<file path="config.mk">
export PLATFORM = sky130hd
export DESIGN_NAME = dac_pattern_burst
export DESIGN_NICKNAME = d
export VERILOG_FILES = /design/src/rtl/dac_pattern_burst.sv
export SDC_FILE = /design/constraint.sdc
export NUM_CORES = 1
export LEC_CHECK = 0
export CORE_MARGIN = 5
export CORE_UTILIZATION = 34
export CTS_CLUSTER_DIAMETER = 30
export CTS_CLUSTER_SIZE = 20
export DETAILED_ROUTE_END_ITERATION = 10
export SLEW_MARGIN = 20
export SYNTH_ARGS = -nofsm -noshare
export SYNTH_HDL_FRONTEND = slang
export SYNTH_SLANG_ARGS = --single-unit
</file>
<file path="constraint.sdc">
create_clock -name sys_clk -period 3.2 [get_ports sys_clk]
set_clock_uncertainty 0.1 [all_clocks]
set_input_delay 0.64 -clock sys_clk [delete_from_list [all_inputs] [get_ports sys_clk]]
set_output_delay 0.64 -clock sys_clk [all_outputs]
set_load 0.02 [all_outputs]
</file>
<file path="src/rtl/dac_pattern_burst.sv">
// dac_pattern_burst
//   Plays a _PAT_WIDTH-bit pattern MSB-first as a two-level DAC code stream
//   (amp_high for a 1 bit, amp_low for a 0 bit). The pattern is repeated as
//   bursts separated by programmable idle gaps. Single 50 MHz fabric domain.
//
// Ports
//   sys_clk        clock
//   sys_rst_n      synchronous active-low reset
//   pwm_en         run enable: rising edge in IDLE starts, low level aborts
//   duty_num       clocks per pattern bit (0 treated as 1)
//   pulse_dessert  idle clocks between bursts (0 = back-to-back)
//   pulse_num      burst count (0 = run forever)
//   PAT            pattern, MSB played first
//   amp_high       DAC code for a 1 bit
//   amp_low        DAC code for a 0 bit and for gaps
//   dac_data       registered DAC code (mid-scale when idle)
//   pwm_out        registered current pattern bit (0 in gaps / idle)
//   busy           high from LOAD through the end of the last burst
//   valid          one-clock pulse on normal completion
module dac_pattern_burst #(
  parameter int _PAT_WIDTH = 32,
  parameter int _DAC_WIDTH = 8
) (
  input  logic                   sys_clk,
  input  logic                   sys_rst_n,
  input  logic                   pwm_en,
  input  logic [7:0]             duty_num,
  input  logic [16:0]            pulse_dessert,
  input  logic [7:0]             pulse_num,
  input  logic [_PAT_WIDTH-1:0]  PAT,
  input  logic [_DAC_WIDTH-1:0]  amp_high,
  input  logic [_DAC_WIDTH-1:0]  amp_low,
  output logic [_DAC_WIDTH-1:0]  dac_data,
  output logic                   pwm_out,
  output logic                   busy,
  output logic                   valid
);

  localparam int BW = (_PAT_WIDTH > 1) ? $clog2(_PAT_WIDTH) : 1;
  localparam logic [BW-1:0] LAST_BIT = BW'(_PAT_WIDTH - 1);
  localparam logic [_DAC_WIDTH-1:0] MID = {1'b1, {(_DAC_WIDTH-1){1'b0}}};

  localparam logic [2:0] S_IDLE  = 3'd0;
  localparam logic [2:0] S_LOAD  = 3'd1;
  localparam logic [2:0] S_SHIFT = 3'd2;
  localparam logic [2:0] S_GAP   = 3'd3;
  localparam logic [2:0] S_DONE  = 3'd4;

  logic [2:0]            state;
  logic                  pwm_en_d;

  // shadow copies of the configuration, frozen at LOAD
  logic [7:0]            duty_s;
  logic [16:0]           dess_s;
  logic [7:0]            pnum_s;
  logic [_PAT_WIDTH-1:0] pat_s;
  logic [_DAC_WIDTH-1:0] ah_s;
  logic [_DAC_WIDTH-1:0] al_s;

  logic [BW-1:0]         bit_cnt;
  logic [7:0]            dur_cnt;
  logic [7:0]            burst_cnt;
  logic [16:0]           gap_cnt;

  logic                  cur_bit;
  logic                  start;
  logic                  abort;
  logic                  bit_end;
  logic                  burst_end;
  logic                  last_burst;

  assign cur_bit    = pat_s[LAST_BIT - bit_cnt];
  assign start      = (state == S_IDLE) && pwm_en && !pwm_en_d;
  assign abort      = !pwm_en && ((state == S_LOAD) || (state == S_SHIFT) || (state == S_GAP));
  assign bit_end    = (dur_cnt == duty_s - 8'd1);
  assign burst_end  = bit_end && (bit_cnt == LAST_BIT);
  // burst_cnt still holds the pre-increment value on the completing clock
  assign last_burst = (pnum_s != 8'd0) && (burst_cnt + 8'd1 == pnum_s);

  // Outputs are registered from the state held during the clock, so they lag
  // the state by one edge: LOAD shows mid-scale with busy up, and the first
  // pattern bit appears one edge after LOAD.
  always_ff @(posedge sys_clk) begin
    if (!sys_rst_n) begin
      state     <= S_IDLE;
      pwm_en_d  <= 1'b0;
      duty_s    <= '0;
      dess_s    <= '0;
      pnum_s    <= '0;
      pat_s     <= '0;
      ah_s      <= '0;
      al_s      <= '0;
      bit_cnt   <= '0;
      dur_cnt   <= '0;
      burst_cnt <= '0;
      gap_cnt   <= '0;
      dac_data  <= MID;
      pwm_out   <= 1'b0;
      busy      <= 1'b0;
      valid     <= 1'b0;
    end else begin
      pwm_en_d <= pwm_en;
      valid    <= 1'b0;
      if (abort) begin
        // abort wins over any burst-end transition in the same clock
        state    <= S_IDLE;
        dac_data <= MID;
        pwm_out  <= 1'b0;
        busy     <= 1'b0;
      end else begin
        case (state)
          S_IDLE: begin
            dac_data <= MID;
            pwm_out  <= 1'b0;
            busy     <= 1'b0;
            if (start) state <= S_LOAD;
          end
          S_LOAD: begin
            duty_s    <= (duty_num == 8'd0) ? 8'd1 : duty_num;
            dess_s    <= pulse_dessert;
            pnum_s    <= pulse_num;
            pat_s     <= PAT;
            ah_s      <= amp_high;
            al_s      <= amp_low;
            bit_cnt   <= '0;
            dur_cnt   <= '0;
            burst_cnt <= '0;
            gap_cnt   <= '0;
            dac_data  <= MID;
            pwm_out   <= 1'b0;
            busy      <= 1'b1;
            state     <= S_SHIFT;
          end
          S_SHIFT: begin
            dac_data <= cur_bit ? ah_s : al_s;
            pwm_out  <= cur_bit;
            if (!bit_end) begin
              dur_cnt <= dur_cnt + 8'd1;
            end else begin
              dur_cnt <= '0;
              if (!burst_end) begin
                bit_cnt <= bit_cnt + BW'(1);
              end else begin
                bit_cnt   <= '0;
                burst_cnt <= burst_cnt + 8'd1;   // wraps 255 -> 0 when infinite
                if (last_burst) begin
                  state <= S_DONE;
                end else if (dess_s != 17'd0) begin
                  gap_cnt <= '0;
                  state   <= S_GAP;
                end
              end
            end
          end
          S_GAP: begin
            dac_data <= al_s;
            pwm_out  <= 1'b0;
            if (gap_cnt == dess_s - 17'd1) begin
              gap_cnt <= '0;
              state   <= S_SHIFT;
            end else begin
              gap_cnt <= gap_cnt + 17'd1;
            end
          end
          S_DONE: begin
            valid    <= 1'b1;
            busy     <= 1'b0;
            dac_data <= MID;
            pwm_out  <= 1'b0;
            state    <= S_IDLE;
          end
          default: begin
            dac_data <= MID;
            pwm_out  <= 1'b0;
            busy     <= 1'b0;
            state    <= S_IDLE;
          end
        endcase
      end
    end
  end

endmodule

</file>
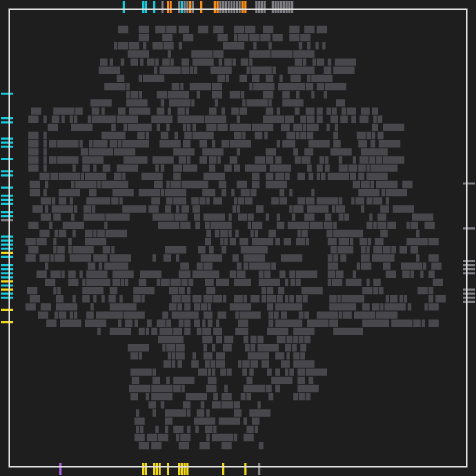
(I/O pins on the die edge)
(3 px per µm) Pins as bars across the die edge, other pins in gray.
`pulse_dessert`: in yellow, pins 17, direction input, edge 12 bottom, 5 left. `sys_clk`: in purple, pins 1, direction input, edge bottom. `amp_low`: in orange, pins 8, direction input, edge top. `PAT`: in cyan, pins 32, direction input, edge 27 left, 5 top.
count of buffers inserted at the top-level ports: 94
vertical extent of the die: 152 µm
die width: 152 µm

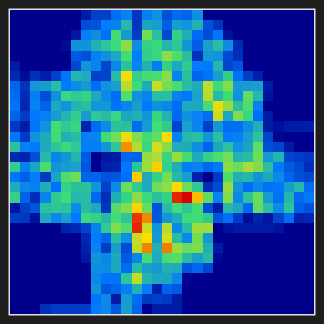
(routed metal per tile)
(2 px per µm) The die is cut into 30 by 30 equal tiles; dark blue is low, red is high, scaled to the fullest tile. Values are wire area over tile area, all layers added.
30% of the tiles are nearly empty. The emptiest ninth of the die: lower right. The mean over all tiles is 0.11.
total via count after detailed routing: 5761
wire per inst: 14.0 µm
WL final: 16.4 mm
overall fraction of global-route tracks in use: 14.4%

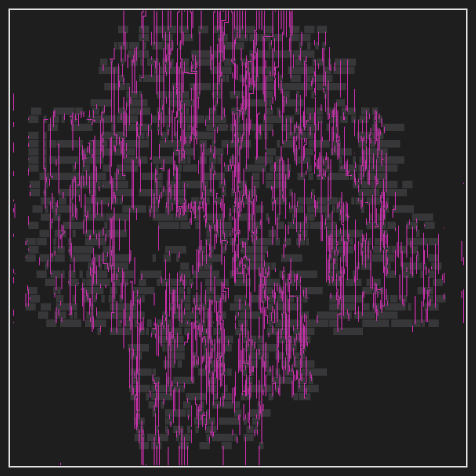
(met2 routing)
(3 px per µm) Cells faint in the background.
The longest straight run is 42.8 µm. The layer holds 46% of the routed length. 751 nets have wire on it.
met2 track demand over resource: 22.9%

==> run summary <==
fresh numbers from the pnr run: ys cells 815, Critical Path Source Type flip-flop, simple-gate area share of the yosys netlist 24.0%, Area leader share roughly two fifths, maximum capacitance violations 0, post-synthesis sequential area ratio 39.1%, status completed, core area about 0.020 mm², cell count after synthesis 815, cell depth of the worst min-delay path 2, PD cells 465 mW/mm², DP HPWL between 10 and 15 mm, Top area cell types sky130_fd_sc_hd__dfxtp_1 39%, sky130_fd_sc_hd__nand2_1 11%, sky130_fd_sc_hd__a21boi_0 9.0%, area figure in the yosys stat output 0.00686 mm², Max IR drop VDD 0.322 mV, Fmax around 350 MHz, PostCTS Resize Cnt 0, post-synth tally of flip-flops with integrated enable 0, worst min-delay path category flip-flop to flip-flop, dominant register cell in the synthesized netlist sky130_fd_sc_hd__dfxtp_1, TritonCTS Buffers 17, compound-cell area share of the yosys netlist 19.0%, Post-route DRC 0, time the final worst path needs with I/O delays and setup 2.90 ns, pre-CTS WS between 0.15 and 0.2 ns, number of hold-repair buffers added at the cts stage 0, Synth Area in XOR/XNOR 6.79%, post-route setup TNS 0 ns, required time worst endpoint between 3 and 4 ns, Placement Cell Area about 0.008 mm², Worst-Skew Late Latency roughly 0.42 ns
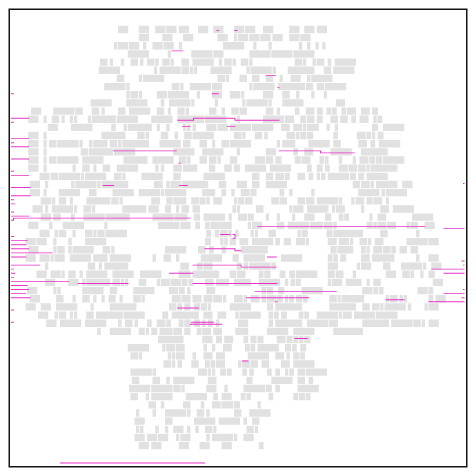
(M3 wires)
(3 px per µm) Cells faint in the background.
The layer holds 3.9% of the routed length. The wires run mostly horizontal. The layer carries 641 µm of wire.
met3 layer usage reported by global route: 3.64%

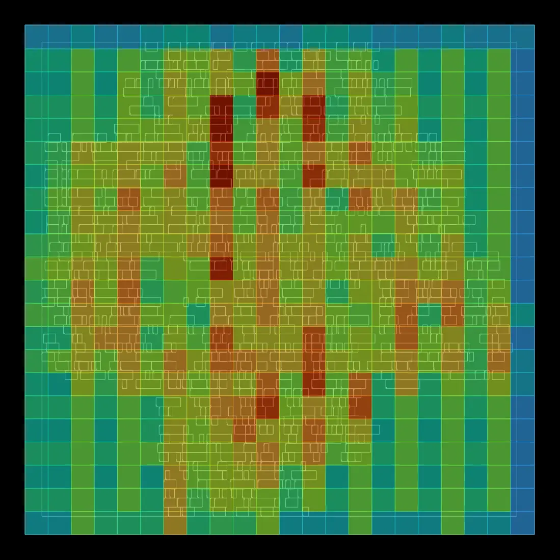
(congestion heat map)
final design utilization: 42.9%
Global Route met1 Usage: 19.3%
routing layer with the top usage in global route: met2

-- registers in the layout, indices dropped and copies added, names as in the netlist --
register   flops
pat_s         32
dess_s        17
gap_cnt       17
ah_s           8
al_s           8
burst_cnt      8
dac_data       8
dur_cnt        8
duty_s         8
pnum_s         8
bit_cnt        5
state          3
busy           1
pwm_en_d       1
pwm_out        1
valid          1
-- Yosys cell counts, types with 8 or more instances --
| master | instances |
|---|---|
| sky130_fd_sc_hd__nand2_1 | 192 |
| sky130_fd_sc_hd__dfxtp_1 | 134 |
| sky130_fd_sc_hd__a21boi_0 | 82 |
| sky130_fd_sc_hd__nor2_1 | 41 |
| sky130_fd_sc_hd__clkbuf_1 | 39 |
| sky130_fd_sc_hd__xor2_1 | 33 |
| sky130_fd_sc_hd__a21oi_1 | 25 |
| sky130_fd_sc_hd__o21ai_0 | 25 |
| sky130_fd_sc_hd__nand3_1 | 19 |
| sky130_fd_sc_hd__xnor2_1 | 17 |
| sky130_fd_sc_hd__nand4_1 | 15 |
| sky130_fd_sc_hd__inv_1 | 13 |
| sky130_fd_sc_hd__or3_1 | 13 |
| sky130_fd_sc_hd__mux2i_1 | 11 |
| sky130_fd_sc_hd__nor3_1 | 11 |
| sky130_fd_sc_hd__mux4_2 | 10 |
| sky130_fd_sc_hd__nor4_1 | 9 |
| sky130_fd_sc_hd__a22oi_1 | 8 |
| sky130_fd_sc_hd__and2_1 | 8 |
-- final cells by class --
| type | instances | area, µm² |
|---|---|---|
| repair buffers | 111 | 1080 |
| multi-input cells | 616 | 3890 |
| flip-flops and latches | 134 | 2680 |
| fillers | 2088 | 11400 |
| clock inverters | 12 | 93.8 |
| inverters | 13 | 48.8 |
| well taps | 270 | 338 |
| clock buffers | 20 | 467 |
-- cells in the final DEF (no fill, tap or decap), drive strengths merged, types with 4 or more instances in the layout --
cell and instances:
clkbuf 20, nand2 192, clkdlybuf4s50 93, and2 8, mux4 10, a21oi 25
nor3 14, nor2 41, nand2b 4, nor4 10, and4 6, inv 17
xor2 33, xnor2 18, nor2b 5, a21boi 83, nand3 19, ha 7
nand4 15, a31oi 8, mux2i 11, o21ai 29, buf 18, o21a 6
o31ai 4, nor3b 4, a22oi 8, and3 8, or3 13, dfxtp 134
clkinv 5
-- critical path, stage by stage (launching register included) --
cell and delay [ns]:
sky130_fd_sc_hd__dfxtp_2 0.38, sky130_fd_sc_hd__inv_1 0.06, sky130_fd_sc_hd__ha_2 0.22, sky130_fd_sc_hd__or4_1 0.40, sky130_fd_sc_hd__mux2i_1 0.13, sky130_fd_sc_hd__o21ai_0 0.12, sky130_fd_sc_hd__a2bb2oi_2 0.21, sky130_fd_sc_hd__o2111ai_1 0.15
sky130_fd_sc_hd__a21o_1 0.23, sky130_fd_sc_hd__buf_12 0.16, sky130_fd_sc_hd__or4_1 0.50, sky130_fd_sc_hd__a21oi_1 0.15
-- report_power, final --
part / total, mW / leakage, nW / internal, mW / switching [mW]
registers: 1.75 / 1.08 / 1.71 / 0.0409
clock network: 1.82 / 0.270 / 1.06 / 0.761
logic: 0.422 / 1.67 / 0.225 / 0.197
Power figures rest on the tool's default switching activity, not on a simulated workload.
